[config.mk]
export PLATFORM = sky130hd
export DESIGN_NAME = p_s
export DESIGN_NICKNAME = d
export VERILOG_FILES = /design/src/rtl/fft_pkg.sv /design/src/rtl/p_s_bank.sv /design/src/rtl/p_s.sv
export SDC_FILE = /design/constraint.sdc
export NUM_CORES = 1
export LEC_CHECK = 0
export CAP_MARGIN = 20
export CORE_ASPECT_RATIO = 1.25
export CORE_MARGIN = 2
export CORE_UTILIZATION = 58
export CTS_CLUSTER_DIAMETER = 120
export DETAILED_ROUTE_END_ITERATION = 6
export PLACE_DENSITY_LB_ADDON = 0.15
export SETUP_SLACK_MARGIN = 0.2
export SLEW_MARGIN = 20
export SYNTH_ARGS = -nofsm -noshare
export SYNTH_HDL_FRONTEND = slang
export SYNTH_SLANG_ARGS = --single-unit
export TNS_END_PERCENT = 100
[constraint.sdc]
create_clock -name clk -period 16.1 [get_ports clk]
set_input_delay 3.22 -clock clk [delete_from_list [all_inputs] [get_ports clk]]
set_output_delay 3.22 -clock clk [all_outputs]
set_load 0.03 [all_outputs]
[src/rtl/fft_pkg.sv]
// Shared definitions for the 16-point FFT datapath converters.
// Sample index mapping is shared by the serial/parallel input and output sides.
package fft_pkg;

  localparam int unsigned DATA_W  = 34;
  localparam int unsigned N_POINT = 16;
  localparam int unsigned LANES   = 4;
  localparam int unsigned BEATS   = N_POINT / LANES;

  typedef enum logic [1:0] {
    W_IDLE,
    W_FILL,
    W_DROP
  } wr_state_t;

  typedef enum logic {
    R_IDLE,
    R_READ
  } rd_state_t;

  // Beat k on lane L carries sample k + 4*L.
  function automatic logic [3:0] sample_idx(input logic [1:0] beat, input logic [1:0] lane);
    return {2'b00, beat} + {lane, 2'b00};
  endfunction

endpackage

[src/rtl/p_s_bank.sv]
// One 16-sample frame buffer: 4-lane beat write port, asynchronous sample read port.
// Contents are intentionally not reset.
module p_s_bank
  import fft_pkg::*;
(
  input  logic                    clk,
  input  logic                    we,
  input  logic [1:0]              beat,
  input  logic [4*DATA_W-1:0]     wdata,
  input  logic [3:0]              raddr,
  output logic [DATA_W-1:0]       rdata
);

  logic [DATA_W-1:0] mem [N_POINT];

  always_ff @(posedge clk) begin
    if (we) begin
      for (int unsigned lane = 0; lane < LANES; lane++) begin
        mem[sample_idx(beat, lane[1:0])] <= wdata[lane*DATA_W +: DATA_W];
      end
    end
  end

  assign rdata = mem[raddr];

endmodule

[src/rtl/p_s.sv]
// Parallel-to-serial converter: reorders 4-lane beats through a ping-pong buffer
// and streams each frame one sample per cycle in natural index order.
module p_s
  import fft_pkg::*;
(
  input  logic                    clk,
  input  logic                    rst_n,
  input  logic [4*DATA_W-1:0]     data_in,
  input  logic                    in_valid,
  input  logic                    in_sof,
  output logic [DATA_W-1:0]       data_out,
  output logic                    out_valid,
  output logic                    out_sof,
  output logic                    ovf_err,
  output logic                    frame_err
);

  wr_state_t   wr_st, wr_nxt;
  logic [1:0]  wr_beat, wr_beat_nxt;
  logic        wr_bank, wr_bank_nxt;

  rd_state_t   rd_st, rd_nxt;
  logic [3:0]  rd_cnt, rd_cnt_nxt;
  logic        rd_bank, rd_bank_nxt;

  logic [1:0]  full_q, set_full, clr_full, bank_we;
  logic [1:0]  wr_beat_sel;
  logic        ovf_nxt, ferr_nxt;
  logic        out_valid_nxt, out_sof_nxt;
  logic [DATA_W-1:0] data_nxt, rd_data0, rd_data1;

  logic sof_beat, data_beat;
  assign sof_beat  = in_valid &  in_sof;
  assign data_beat = in_valid & ~in_sof;

  p_s_bank u_bank0 (
    .clk   (clk),
    .we    (bank_we[0]),
    .beat  (wr_beat_sel),
    .wdata (data_in),
    .raddr (rd_cnt),
    .rdata (rd_data0)
  );

  p_s_bank u_bank1 (
    .clk   (clk),
    .we    (bank_we[1]),
    .beat  (wr_beat_sel),
    .wdata (data_in),
    .raddr (rd_cnt),
    .rdata (rd_data1)
  );

  // ---------------- state registers ----------------
  always_ff @(posedge clk or negedge rst_n) begin
    if (!rst_n) begin
      wr_st   <= W_IDLE;
      wr_beat <= '0;
      wr_bank <= 1'b0;
      rd_st   <= R_IDLE;
      rd_cnt  <= '0;
      rd_bank <= 1'b0;
      full_q  <= '0;
    end else begin
      wr_st   <= wr_nxt;
      wr_beat <= wr_beat_nxt;
      wr_bank <= wr_bank_nxt;
      rd_st   <= rd_nxt;
      rd_cnt  <= rd_cnt_nxt;
      rd_bank <= rd_bank_nxt;
      // Set and clear never target the same bank: only non-full banks are written.
      full_q  <= (full_q | set_full) & ~clr_full;
    end
  end

  // ---------------- write next-state ----------------
  always_comb begin
    wr_nxt      = wr_st;
    wr_beat_nxt = wr_beat;
    wr_bank_nxt = wr_bank;
    unique case (wr_st)
      W_IDLE, W_DROP: begin
        if (sof_beat) begin
          if (!full_q[wr_bank]) begin
            wr_nxt      = W_FILL;
            wr_beat_nxt = 2'd1;
          end else begin
            wr_nxt      = W_DROP;
          end
        end
      end
      W_FILL: begin
        // A restart reuses the same, still non-full, bank.
        if (sof_beat) begin
          wr_beat_nxt = 2'd1;
        end else if (data_beat) begin
          if (wr_beat == 2'd3) begin
            wr_nxt      = W_IDLE;
            wr_beat_nxt = '0;
            wr_bank_nxt = ~wr_bank;
          end else begin
            wr_beat_nxt = wr_beat + 2'd1;
          end
        end
      end
      default: wr_nxt = W_IDLE;
    endcase
  end

  // ---------------- write outputs ----------------
  always_comb begin
    bank_we     = '0;
    set_full    = '0;
    wr_beat_sel = wr_beat;
    ovf_nxt     = 1'b0;
    ferr_nxt    = 1'b0;
    unique case (wr_st)
      W_IDLE, W_DROP: begin
        if (sof_beat) begin
          if (!full_q[wr_bank]) begin
            bank_we[wr_bank] = 1'b1;
            wr_beat_sel      = '0;
          end else begin
            ovf_nxt = 1'b1;
          end
        end
      end
      W_FILL: begin
        if (sof_beat) begin
          ferr_nxt         = 1'b1;
          bank_we[wr_bank] = 1'b1;
          wr_beat_sel      = '0;
        end else if (data_beat) begin
          bank_we[wr_bank] = 1'b1;
          if (wr_beat == 2'd3) set_full[wr_bank] = 1'b1;
        end
      end
      default: ;
    endcase
  end

  // ---------------- read next-state ----------------
  always_comb begin
    rd_nxt      = rd_st;
    rd_cnt_nxt  = rd_cnt;
    rd_bank_nxt = rd_bank;
    unique case (rd_st)
      R_IDLE: begin
        if (full_q[rd_bank]) begin
          rd_nxt     = R_READ;
          rd_cnt_nxt = '0;
        end
      end
      R_READ: begin
        rd_cnt_nxt = rd_cnt + 4'd1;
        // Counter wraps to 0, so a ready second bank streams with no bubble.
        if (rd_cnt == 4'd15) begin
          rd_bank_nxt = ~rd_bank;
          if (!full_q[~rd_bank]) rd_nxt = R_IDLE;
        end
      end
      default: rd_nxt = R_IDLE;
    endcase
  end

  // ---------------- read outputs ----------------
  always_comb begin
    clr_full      = '0;
    out_valid_nxt = 1'b0;
    out_sof_nxt   = 1'b0;
    data_nxt      = rd_bank ? rd_data1 : rd_data0;
    if (rd_st == R_READ) begin
      out_valid_nxt = 1'b1;
      out_sof_nxt   = (rd_cnt == 4'd0);
      if (rd_cnt == 4'd15) clr_full[rd_bank] = 1'b1;
    end
  end

  always_ff @(posedge clk or negedge rst_n) begin
    if (!rst_n) begin
      data_out  <= '0;
      out_valid <= 1'b0;
      out_sof   <= 1'b0;
      ovf_err   <= 1'b0;
      frame_err <= 1'b0;
    end else begin
      if (out_valid_nxt) data_out <= data_nxt;
      out_valid <= out_valid_nxt;
      out_sof   <= out_sof_nxt;
      ovf_err   <= ovf_nxt;
      frame_err <= ferr_nxt;
    end
  end

endmodule

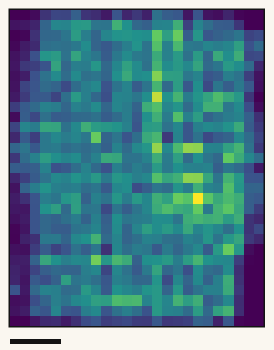
(images/route_heat.png)
Scale bar: 50 um. 25 x 31 tiles, from dark purple (low) to yellow (high), scaled to the fullest tile. Values are wire area over tile area, all layers added.
fullest tile: 0.50
tiles over half the peak: 22%
nearly empty tiles: 4.0%
mean over tiles: 0.19
Total Routing Usage GR: 23.9%
via count: 20500
wire per inst: 27.9 um
final wirelength: 91400 um

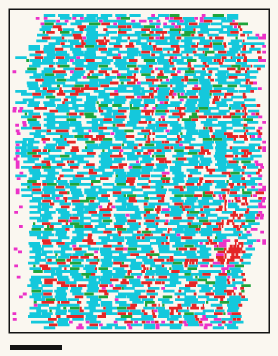
(images/class_map.png)
Scale bar: 50 um.
| colour | class | cells | share of their area |
|---|---|---|---|
| green | clock drivers and dummy loads | 189 | 7.0% |
| magenta | remaining buffers and delay cells | 208 | 4.3% |
| red | remaining logic cells | 761 | 19% |
| cyan | registers | 1139 | 70% |
num rows: 112
final core utilization: 66.8%
sequential share of cell area: 68.1%

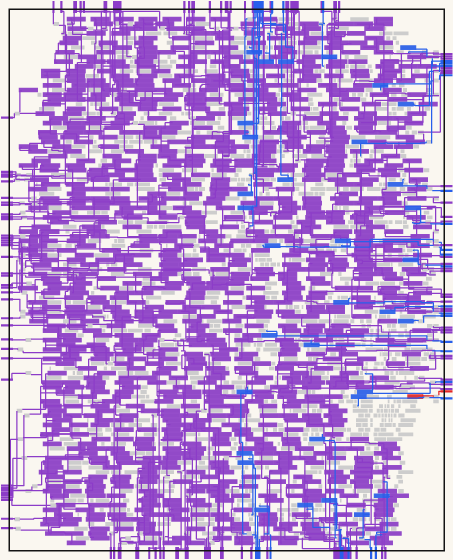
(images/port_trees.png)
| colour | port | direction | end cells | buffers | wire |
|---|---|---|---|---|---|
| purple | data_in | input | 1088 | 136 | 16400 um |
| blue | data_out | output | 34 | 34 | 2000 um |
| red | ovf_err | output | 1 | 1 | 11.1 um |

==> run notes <==
The flow ran to the end, and the final reports show no timing, DRC or antenna violations. In this run the horizontal extent of the chip is 250 um. The cell-mix breakdown from Yosys lists the adder-cell area share as 0.0857%. The tools report the launch point of the worst reg-to-reg path as rd_cnt[0]. The synthesized netlist devotes 0.0400% of its cell area to XOR and XNOR gates.

The OpenROAD report gives the critical path a data arrival time of 6.23 ns. Clock tree cell share of total cell area: 6.79%. The clock power share was 26.9%. The warning tally printed by Yosys for this design is 0. The tools report the power in sequential cells as 3.92 mW. Per the detail_route log, met2 wirelength is 45200 um. The post-synthesis share of cell area spent on and-or and or-and gates is 3.00%.

Among all cell types in the netlist, the one instantiated most often is sky130_fd_sc_hd__edfxtp_1. With the detailed route wirelength on metal3 at 6030 um, the count of instantiated cells in the yosys netlist is 2013. The cell area power density works out to 181 nW/um^2. The die outline area was 77800 um^2; the number of antenna repair diodes was 6.

The run gives 2013 for the instance tally after logic synthesis. Traced cell by cell, the critical path runs through clkdlybuf4s50_1 > nand2_1 > o21a_1 > nor3_2 > buf_4 > buf_4. Detailed placement ended at an HPWL of 46900 um. The skew report gives the latency at the later pin of the worst-skew pair as 0.67 ns. The largest power group is registers. Synthesis produced a netlist with a net count of 2156. Buffers inserted during clock tree synthesis total 104. The fraction of area in multi-input gates works out to 18.4%.

The highest supply drop recorded on VDD is 148 uV. For met3 alone, demand over resource in global routing was 4.36%. After Yosys synthesis, and, or, nand and nor cells account for 2.30% of the synthesized area. The most critical hold endpoint after final layout shows a slack of 0.577 ns. The most area-hungry cell class in the final design is sequential cells. Among the non-sequential cells, multiplexers take the most area. The worst-margin pin slew came out at 1.02 ns. The report shows a maximum critical-path fanout of 51.

The power report lists the combinational group at 2.66 mW.
Power is estimated from default activity; no workload was simulated.
